**config.mk**
```make
export PLATFORM = sky130hd
export DESIGN_NAME = seg7_bcd_reader
export DESIGN_NICKNAME = d
export VERILOG_FILES = /design/src/rtl/seg7_bcd_reader.sv
export SDC_FILE = /design/constraint.sdc
export NUM_CORES = 1
export LEC_CHECK = 0
export ABC_AREA = 1
export CORE_ASPECT_RATIO = 0.7
export CORE_MARGIN = 4
export CORE_UTILIZATION = 43
export DETAILED_ROUTE_END_ITERATION = 16
export PLACE_DENSITY = 0.78
export SLEW_MARGIN = 5
export SYNTH_ARGS = -nofsm -noshare
export SYNTH_HDL_FRONTEND = slang
export SYNTH_SLANG_ARGS = --single-unit
```
**constraint.sdc**
```tcl
create_clock -name clk -period 1.9 [get_ports clk]
set_input_delay 0.475 -clock clk [delete_from_list [all_inputs] [get_ports clk]]
set_output_delay 0.475 -clock clk [all_outputs]
set_load 0.01 [all_outputs]
```
**src/rtl/seg7_bcd_reader.sv**
```systemverilog
// ---------------------------------------------------------------------------
// seg7_bcd_reader
//
// Watches a 7-segment display drive and turns stable, legal digit patterns
// back into BCD. A pattern must be seen unchanged on STABLE_CYCLES
// consecutive sampling edges before it is decoded. A legal digit is offered
// on a valid/ready output. An illegal pattern raises a one-cycle err pulse
// and bumps a saturating error counter. Once a pattern has been handled it
// is not reported again until it changes or sampling is interrupted.
//
// Parameters
//   STABLE_CYCLES  : matching samples needed before decoding (1..15)
//   SEG_ACTIVE_LOW : 1 = seg7 is inverted before use
//
// Ports
//   clk        in   single clock, rising edge
//   rst        in   synchronous active-high reset
//   seg7[6:0]  in   segment pattern {g,f,e,d,c,b,a}
//   seg_valid  in   seg7 is sampled only when this is 1
//   bcd[3:0]   out  decoded digit (registered)
//   bcd_valid  out  bcd holds an undelivered digit
//   bcd_ready  in   consumer accepts bcd when bcd_valid is also 1
//   err        out  one-cycle pulse for a stable illegal pattern
//   err_count  out  saturating count of err pulses
// ---------------------------------------------------------------------------
module seg7_bcd_reader #(
    parameter int unsigned STABLE_CYCLES  = 4,
    parameter bit          SEG_ACTIVE_LOW = 1'b0
) (
    input  logic       clk,
    input  logic       rst,
    input  logic [6:0] seg7,
    input  logic       seg_valid,
    output logic [3:0] bcd,
    output logic       bcd_valid,
    input  logic       bcd_ready,
    output logic       err,
    output logic [7:0] err_count
);

    localparam logic [3:0] STABLE = 4'(STABLE_CYCLES);

    typedef enum logic [1:0] {
        TRACK       = 2'd0,
        EMIT        = 2'd1,
        WAIT_CHANGE = 2'd2
    } state_t;

    state_t     state, state_next;
    logic [6:0] prev, prev_next;
    logic [3:0] cnt, cnt_next;
    logic [6:0] last, last_next;
    logic [3:0] bcd_next;
    logic       bcd_valid_next;
    logic       err_next;
    logic [7:0] err_count_next;
    logic [6:0] pattern;
    logic [4:0] decoded;

    // Returns {legal, digit}; anything outside the ten digit shapes is illegal.
    function automatic logic [4:0] decode_seg(input logic [6:0] p);
        logic [4:0] r;
        case (p)
            7'h3F:   r = {1'b1, 4'd0};
            7'h06:   r = {1'b1, 4'd1};
            7'h5B:   r = {1'b1, 4'd2};
            7'h4F:   r = {1'b1, 4'd3};
            7'h66:   r = {1'b1, 4'd4};
            7'h6D:   r = {1'b1, 4'd5};
            7'h7D:   r = {1'b1, 4'd6};
            7'h07:   r = {1'b1, 4'd7};
            7'h7F:   r = {1'b1, 4'd8};
            7'h6F:   r = {1'b1, 4'd9};
            default: r = {1'b0, 4'd0};
        endcase
        return r;
    endfunction

    // All state is registered here; reset wins over every other event,
    // including a handshake or a pending digit on the same edge.
    always_ff @(posedge clk) begin
        if (rst) begin
            state     <= TRACK;
            prev      <= 7'd0;
            cnt       <= 4'd0;
            last      <= 7'd0;
            bcd       <= 4'd0;
            bcd_valid <= 1'b0;
            err       <= 1'b0;
            err_count <= 8'd0;
        end else begin
            state     <= state_next;
            prev      <= prev_next;
            cnt       <= cnt_next;
            last      <= last_next;
            bcd       <= bcd_next;
            bcd_valid <= bcd_valid_next;
            err       <= err_next;
            err_count <= err_count_next;
        end
    end

    // Next-state logic. The stability decision uses the count after this
    // edge's update, so a digit appears STABLE_CYCLES-1 edges after the
    // first matching sample (on the very first sample when STABLE_CYCLES=1).
    always_comb begin
        state_next     = state;
        prev_next      = prev;
        cnt_next       = cnt;
        last_next      = last;
        bcd_next       = bcd;
        bcd_valid_next = bcd_valid;
        err_next       = 1'b0;
        err_count_next = err_count;
        decoded        = 5'd0;
        pattern        = SEG_ACTIVE_LOW ? ~seg7 : seg7;

        case (state)
            TRACK: begin
                if (seg_valid) begin
                    if (pattern == prev) begin
                        if (cnt != STABLE) begin
                            cnt_next = cnt + 4'd1;
                        end
                    end else begin
                        prev_next = pattern;
                        cnt_next  = 4'd1;
                    end
                end else begin
                    cnt_next = 4'd0;
                end

                if (seg_valid && (cnt_next == STABLE)) begin
                    last_next = prev_next;
                    decoded   = decode_seg(prev_next);
                    if (decoded[4]) begin
                        bcd_next       = decoded[3:0];
                        bcd_valid_next = 1'b1;
                        state_next     = EMIT;
                    end else begin
                        err_next = 1'b1;
                        if (err_count != 8'hFF) begin
                            err_count_next = err_count + 8'd1;
                        end
                        state_next = WAIT_CHANGE;
                    end
                end
            end

            // Segment input is ignored while a digit waits for the consumer.
            EMIT: begin
                if (bcd_ready) begin
                    bcd_valid_next = 1'b0;
                    state_next     = WAIT_CHANGE;
                end
            end

            // A held pattern stays here so it is reported only once; a gap in
            // seg_valid re-arms tracking of the same pattern.
            WAIT_CHANGE: begin
                if (seg_valid) begin
                    if (pattern != last) begin
                        state_next = TRACK;
                        prev_next  = pattern;
                        cnt_next   = 4'd1;
                    end
                end else begin
                    state_next = TRACK;
                    cnt_next   = 4'd0;
                end
            end

            default: begin
                state_next = TRACK;
            end
        endcase
    end

endmodule

```
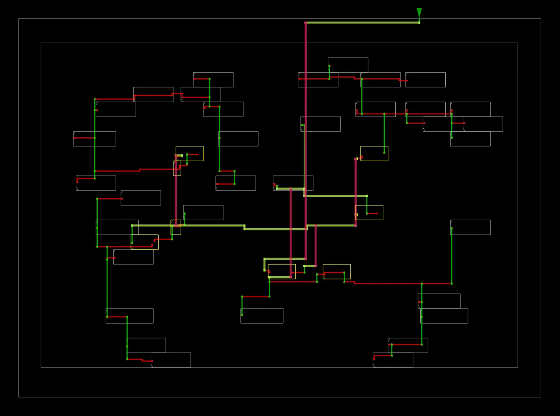
**Above:** the clock network.
Layout clock buffers: 7
clock latency on the worst-skew pair: 0.31 ns
P_clk: 0.583 mW
registers: 34

==> metrics.yaml <==
pwr:
  ir_drop_v: 0.000281
  clock_power_share: 0.348
  pwr-share-comb: 0.213
  netSwitchingPower_mw: 0.510
  switching_share: 0.304
sta:
  setup_ws_ns: -0.163
  worstMarginPinSlew_ns: 0.589
  period_used_share: 1.09
  relSlewSlack: 0.606
  rsz0062_at_grt: "yes"
  max_freq_mhz: 485
  slew_violations: 0
  setup_viol: 15
critical_path:
  worstPathCellList: "inv_1 -> nand2_1 -> nand2_1 -> nor2_1 -> nand2_2 -> nor2_4 -> nand2_1 -> nand2_1 -> nand2_2 -> nor2_8 -> buf_12 -> nand3_4 -> nand2_2 -> a21oi_2"
  crit_path_end_kind: "register"
  rrSetupSlack_ns: -0.16
  cpLargestDelayFamily: "simple AND/OR/NAND/NOR gates"
  crit_buf_inv: 2
  slowest_stage: "dfxtp_2"
  regToRegEndpoint: "err_count[7]"
  worstReg2RegStart: "prev[1]"
min_path:
  holdPathEnd: "last[0]"
  hold_class: "reg -> reg"
  min-delay-start: "last[0]"
clock_tree:
  cts_buffer_depth: 2
  numCtsBuffers: 5
  cts_tree: "done"
  path_clk_slew_ns: 0.09
  hold_buffers: 0
  h-tree-depth: 2
  cts.repair.resized: 23
synth:
  yosys_warnings: 0
  adder_share: 0.0160
  synthArstFlopShare: 0
  simple_gate_share: 0.429
  synth-edff-count: 0
  mux_area_frac: 0
  ys_cells: 356
  ys.flop_type: "dfxtp_1"
  netlist_area_mm2: 0.00234
  ys_area_mm2: 0.00234
global_route:
  grt_pass1_wl_mm: 11.2
  grtUsageTotal: 0.207
  grt_pass1_vias: 2403
  grt.met3_usage: 0.0466
  grt_most_used_layer: "met2"
  grt_max_degree: 19
  use_met2: 0.306
  grt_antenna_before_repair: 0
layout:
  final_area_mm2: 0.00346
  sh_comb_area: 0.469
  inv_count: 41
  stdcell_count: 518
  nNetsFinal: 459
  area_share_clock_buf_inv: 0.0264
  largestClassByArea: "logic gates"
  lay_top_cells: "87 x nand2_1, 58 x buf_4, 29 x nand2_2, 28 x dfxtp_1"
  buffers: 91
  drive_gt1_frac: 0.399
  synthToLayoutAreaGrowth_pct: 47.6
  nonClkBufAreaFrac: 0.231
detailed_routing:
  vias: 2970
  wl_met1_mm: 3.39
  wl_met3_um: 873
  highest_layer: "met4"
  remaining_drc_errors: 0
placement:
  placed_area_mm2: 0.00296
  routabilityCongestion: 0.848
  dp_cells: 486
  port_buffers: 24
status:
  violations: "setup timing"
  status: "complete, but fails checks"
floorplanning:
  num_rows: 22
  initCoreUtil: 0.446
  tapCellCount: 72
  die_x_um: 96.2
  ios: 25
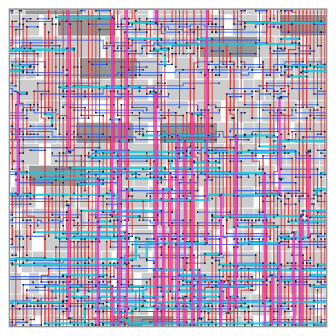
**Above:** layout detail.
Window x 28 to 68, y 15 to 55 um. Cells in gray, sequential cells in the stronger gray; small squares are vias.
color	layer
cyan	met3
blue	met1
red	met2
magenta	met4
netlist names of flops here include	err_count (3), last (2)
cells with their middle in the window	198
sequential cells in the window	7
most frequent	nand2_1 (41), buf_4 (31), nand2_2 (18)

-- synthesized netlist by cell type (7+ instances only) --
| master | n | area, um2 |
|---|---|---|
| xor2_1 | 7 | 61.3 |
| inv_1 | 35 | 131 |
| nand2_2 | 18 | 113 |
| a21oi_1 | 18 | 90.1 |
| o21ai_0 | 9 | 45.0 |
| dfxtp_1 | 34 | 681 |
| nand3_1 | 19 | 95.1 |
| nand4_1 | 14 | 87.6 |
| nor2_1 | 33 | 124 |
| a31oi_1 | 7 | 43.8 |
| nand2_1 | 106 | 398 |
-- state kept, by name, indices dropped and copies added, names as in the netlist --
| register | flops |
|---|---|
| cnt | 4 |
| err_count | 8 |
| prev | 7 |
| err | 1 |
| bcd | 4 |
| bcd_valid | 1 |
| state | 2 |
| last | 7 |
-- power by group through the flow --
stage          Clock (mW)  Combinational (mW)  Sequential (mW)
4_1_cts             0.577               0.281            0.732
3_3_place_gp            0               0.252            0.748
6_report            0.583               0.358            0.736
2_1_floorplan           0               0.149            0.746
5_1_grt             0.604               0.376            0.736
3_5_place_dp            0               0.257            0.748
-- tightest hold or removal path, delay by kind of cell (launching register included) --
family	cells	cell delay, ns
buffers and inverters	1	0.06
flip-flops	1	0.31
AND-OR/OR-AND	1	0.06
-- cells by family after synthesis --
kind of cell / after synthesis
simple gates: 210
xor+xnor: 12
fa+ha+maj: 3
buf+inv: 50
flops: 34
compound gates: 47
-- worst max path at each step --
stage                    from            to  slack, ns  depth (start not counted)
floorplan           seg_valid  err_count[6]       0.06                         13
global placement    seg_valid  err_count[2]      -0.57                         15
detailed placement  seg_valid  err_count[7]      -0.61                         15
CTS                   seg7[0]  err_count[5]       0.01                         15
global route          prev[1]  err_count[7]      -0.21                         14
finish                prev[1]  err_count[7]      -0.16                         14
Power and IR drop assume default switching activity.
